==> src/rtl/alu_muldiv_seq.sv <==
// Multi-cycle unsigned multiply / restoring divide sequencer that borrows the
// shared add/sub unit while busy and passes the normal ALU operands through when idle.
module alu_muldiv_seq #(
    parameter int                 WIDTH     = 8,
    parameter logic [WIDTH-1:0]   DIV0_QUOT = 8'hFF
) (
    input  logic             clk,
    input  logic             rst,
    input  logic             start,
    input  logic             op,
    input  logic [WIDTH-1:0] opa,
    input  logic [WIDTH-1:0] opb,
    output logic             busy,
    output logic             done,
    output logic [WIDTH-1:0] res_hi,
    output logic [WIDTH-1:0] res_lo,
    output logic             div0,
    input  logic [WIDTH-1:0] alu_a,
    input  logic [WIDTH-1:0] alu_b,
    input  logic             alu_sub,
    output logic [WIDTH-1:0] add_a,
    output logic [WIDTH-1:0] add_b,
    output logic             add_sub,
    input  logic [WIDTH-1:0] add_sum,
    input  logic             add_cout
);

    localparam int            CW       = $clog2(WIDTH);
    localparam logic [CW-1:0] CNT_LAST = CW'(WIDTH - 1);

    localparam logic [1:0] IDLE = 2'd0;
    localparam logic [1:0] RUN  = 2'd1;
    localparam logic [1:0] FIN  = 2'd2;

    logic [1:0]       state;
    logic [CW-1:0]    cnt;
    logic [WIDTH-1:0] acc;      // MUL partial product high half, DIV partial remainder
    logic [WIDTH-1:0] q;        // MUL multiplier/product low half, DIV dividend/quotient
    logic [WIDTH-1:0] b_r;
    logic             op_r;
    logic [WIDTH-1:0] acc_nxt;
    logic [WIDTH-1:0] q_nxt;
    logic             div_zero;

    assign busy     = (state != IDLE);
    assign done     = (state == FIN);
    assign div_zero = op_r & (b_r == '0);

    // Add/sub unit operand mux: pass-through when idle, sequencer-owned otherwise
    always_comb begin
        add_a   = '0;
        add_b   = '0;
        add_sub = 1'b0;
        case (state)
            IDLE: begin
                add_a   = alu_a;
                add_b   = alu_b;
                add_sub = alu_sub;
            end
            RUN: begin
                add_a   = op_r ? {acc[WIDTH-2:0], q[WIDTH-1]} : acc;
                add_b   = b_r;
                add_sub = op_r;
            end
            default: begin
                add_a   = '0;
                add_b   = '0;
                add_sub = 1'b0;
            end
        endcase
    end

    // One shift-add (MUL) or restoring-subtract (DIV) step using the add/sub result
    always_comb begin
        acc_nxt = acc;
        q_nxt   = q;
        if (op_r == 1'b0) begin
            if (q[0]) begin
                {acc_nxt, q_nxt} = {add_cout, add_sum, q[WIDTH-1:1]};
            end else begin
                {acc_nxt, q_nxt} = {1'b0, acc, q[WIDTH-1:1]};
            end
        end else begin
            // A set remainder MSB means the shifted value already exceeds the divisor
            if (acc[WIDTH-1] | add_cout) begin
                acc_nxt = add_sum;
                q_nxt   = {q[WIDTH-2:0], 1'b1};
            end else begin
                acc_nxt = {acc[WIDTH-2:0], q[WIDTH-1]};
                q_nxt   = {q[WIDTH-2:0], 1'b0};
            end
        end
    end

    // Sequencer FSM, datapath registers and result registers
    always_ff @(posedge clk or posedge rst) begin
        if (rst) begin
            state  <= IDLE;
            cnt    <= '0;
            acc    <= '0;
            q      <= '0;
            b_r    <= '0;
            op_r   <= 1'b0;
            res_hi <= '0;
            res_lo <= '0;
            div0   <= 1'b0;
        end else begin
            case (state)
                IDLE: begin
                    if (start) begin
                        op_r  <= op;
                        b_r   <= opb;
                        cnt   <= '0;
                        acc   <= '0;
                        q     <= opa;
                        state <= RUN;
                    end else begin
                        state <= IDLE;
                    end
                end
                RUN: begin
                    acc <= acc_nxt;
                    q   <= q_nxt;
                    cnt <= cnt + CW'(1);
                    if (cnt == CNT_LAST) begin
                        state <= FIN;
                        // With a zero divisor the remainder path shifts the dividend out unchanged
                        res_hi <= acc_nxt;
                        res_lo <= div_zero ? DIV0_QUOT : q_nxt;
                        div0   <= div_zero;
                    end else begin
                        state <= RUN;
                    end
                end
                FIN: begin
                    state <= IDLE;
                end
                default: begin
                    state <= IDLE;
                end
            endcase
        end
    end

endmodule

==> config.mk <==
export PLATFORM = sky130hd
export DESIGN_NAME = alu_muldiv_seq
export DESIGN_NICKNAME = d
export VERILOG_FILES = /design/src/rtl/alu_muldiv_seq.sv
export SDC_FILE = /design/constraint.sdc
export NUM_CORES = 1
export LEC_CHECK = 0
export ABC_CLOCK_PERIOD_IN_PS = 2310
export CAP_MARGIN = 30
export CORE_MARGIN = 1
export CORE_UTILIZATION = 50
export CTS_BUF_LIST = sky130_fd_sc_hd__clkbuf_4 sky130_fd_sc_hd__clkbuf_8 sky130_fd_sc_hd__clkbuf_16
export CTS_CLUSTER_DIAMETER = 100
export CTS_CLUSTER_SIZE = 30
export DETAILED_ROUTE_END_ITERATION = 12
export GPL_ROUTABILITY_DRIVEN = 0
export PLACE_DENSITY = 0.86
export SKIP_CTS_REPAIR_TIMING = 1
export SYNTH_ARGS = -nofsm -noshare
export SYNTH_HDL_FRONTEND = slang
export SYNTH_SLANG_ARGS = --single-unit
export TNS_END_PERCENT = 50
==> constraint.sdc <==
create_clock -name clk -period 2.31 [get_ports clk]
set_input_delay 0.462 -clock clk [delete_from_list [all_inputs] [get_ports clk]]
set_output_delay 0.462 -clock clk [all_outputs]
set_load 0.01 [all_outputs]
Fig. 1: met3 routing
(4 px per um)
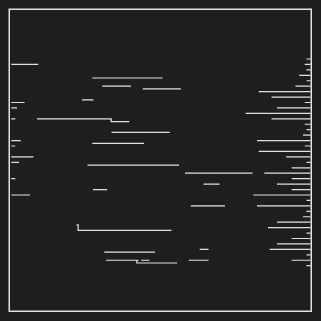
The layer carries 443 um of wire. The wires run mostly horizontal.

Fig. 2: sizing map
(6 px per um)
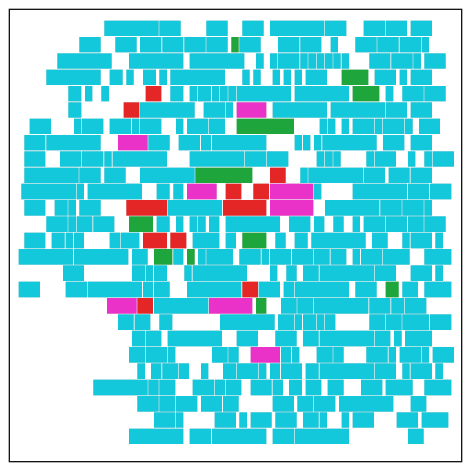
Key: magenta = x6 and larger [cells 8, share 2.3%, most used clkbuf_8]; red = x3 and x4 [cells 11, share 3.1%, most used buf_4]; cyan = x1 and smaller [cells 324, share 92%, most used clkdlybuf4s50_1]; green = x2 [cells 11, share 3.1%]

Fig. 3: track usage over the die
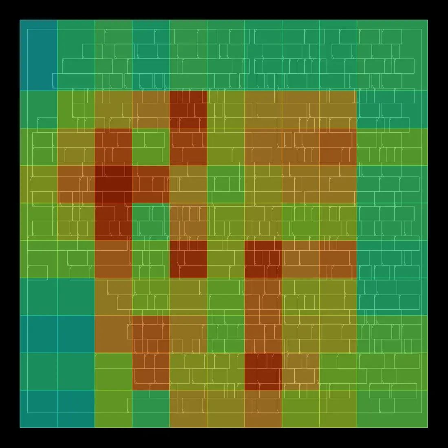
M3 GR Usage: 0.0535
met2 Use GR: 0.392

Fig. 4: selected gate families
(6 px per um)
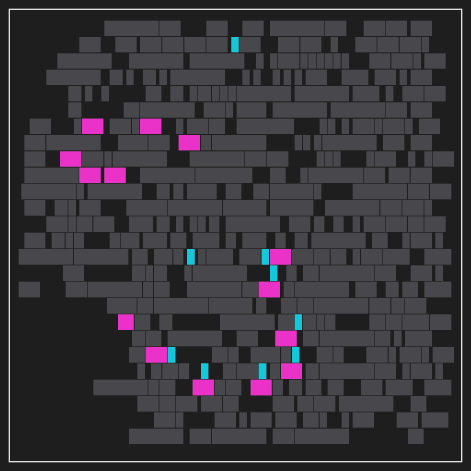
Key: magenta = non-inverting ao/oa cells [cells 14, most used o311a_1]; cyan = inv cells [cells 9, most used inv_1]
final cell count without fillers: 424
combinational share of cell area: 0.357
most numerous logic cell after layout: clkdlybuf4s50_1

==> flow_summary.ini <==
; implementation run metrics
[run_status]
status = completed

[cells_and_area]
diodes = 0
buffers = 90
clockBufferCount = 6
post-route-util = 0.703
drive_gt1_frac = 0.0847
nNetsFinal = 401
inv_count = 9
comb.multi_input.count = 200

[critical_path]
r2r_setup_slack_ns = 0.60
critPathLaunchType = register
critical_path_required_ns = 1.85
crit_arrival_ns = 1.66
critPathSlowestCell = clkdlybuf4s50_1
critPathKind = reg -> out
startpoint = state[0]
reg2reg_to = acc[6]
path_depth = 4
crit_fanout = 27
critical_path.endpoint = add_b[4]

[placed_design]
dp_cells = 416
pre_cts_slack_ns = 0.0712

[logic_synthesis]
yosysWarnings = 0
fp_nets = 328
synthTopLogicFamily = AND-OR/OR-AND gates
edf_count = 0
fa_ha_area_frac = 0.00935
top_cells_by_area = dfrtp_1 44%, mux2i_1 9.0%, nand2_1 5.6%
ys_sh_mux = 0.0940
top_cell = dfrtp_1
synth_top_cell_by_area = dfrtp_1
flop_cell = dfrtp_1
ys.flops = 47
ys_chip_area_um2 = 2680

[routing]
via_per_inst = 5.59
wl_met2_mm = 2.89
top_layer_used = met4
drt_iter0_drc = 232
wl_met3_um = 442
drc = 0
drtPass1Iterations = 5
m1WireLength_mm = 2.86

[die]
fp-utilization = 0.520
ios = 82
die_area_um2 = 5650
die_x_um = 75.1

[clock_tree]
clk_pin_slew_worst_paths_ns = 0.09
cts_buffers = 5
htreeDepth = 2
cts-root-buf = clkbuf_8
insertion_delay_ns = 0.31

[global_routing]
grt_pass1_vias = 2115
grt_max_degree = 28
met1_usage = 0.294
grt_pass1_wl_mm = 9.66
top_usage_layer = met2

[power_and_ir_drop]
pwr-share-comb = 0.570
power_leader = combinational logic
total_power_mw = 4.89
swShare = 0.405
clock_power_share = 0.102
total_leakage_power_nw = 1.65
p_int_mw = 2.91
ir_drop_v = 0.000673
powerClk_mw = 0.500
powerSeq_mw = 1.60

[sta]
slew_viol_final = 0
hold_viol = 0
period_used_share = 0.921
tightest_slew_ns = 0.600
finalSetupViolCount = 0
rsz0062_at_grt = false
setup_ws_ns = 0.183
fin_worst_skew_ns = 0.0121

[job]
tool_warnings = 26

[hold_path]
whs_path_depth = 2
holdCritStartpoint = res_hi[4]
==> layout by cell type (no fill, tap or decap), types with 6 or more instances in the layout <==
| cell | count |
|---|---|
| a211oi_1 | 15 |
| a221o_1 | 6 |
| a31oi_1 | 10 |
| buf_4 | 6 |
| clkdlybuf4s50_1 | 73 |
| dfrtp_1 | 45 |
| dlymetal6s2s_1 | 8 |
| inv_1 | 7 |
| mux2i_1 | 24 |
| nand2_1 | 40 |
| nand3_1 | 9 |
| nor2_1 | 34 |
| nor2b_1 | 9 |
| o21ai_0 | 12 |
| o311a_1 | 7 |
| o31ai_1 | 14 |
==> registers in the layout (all words and copies together) (netlist names) <==
| name | cells |
|---|---|
| res_hi | 8 |
| cnt | 3 |
| state | 2 |
| acc | 8 |
| op_r | 1 |
| div0 | 1 |
| b_r | 8 |
| q | 8 |
| res_lo | 8 |
Power is estimated from default activity; no workload was simulated.
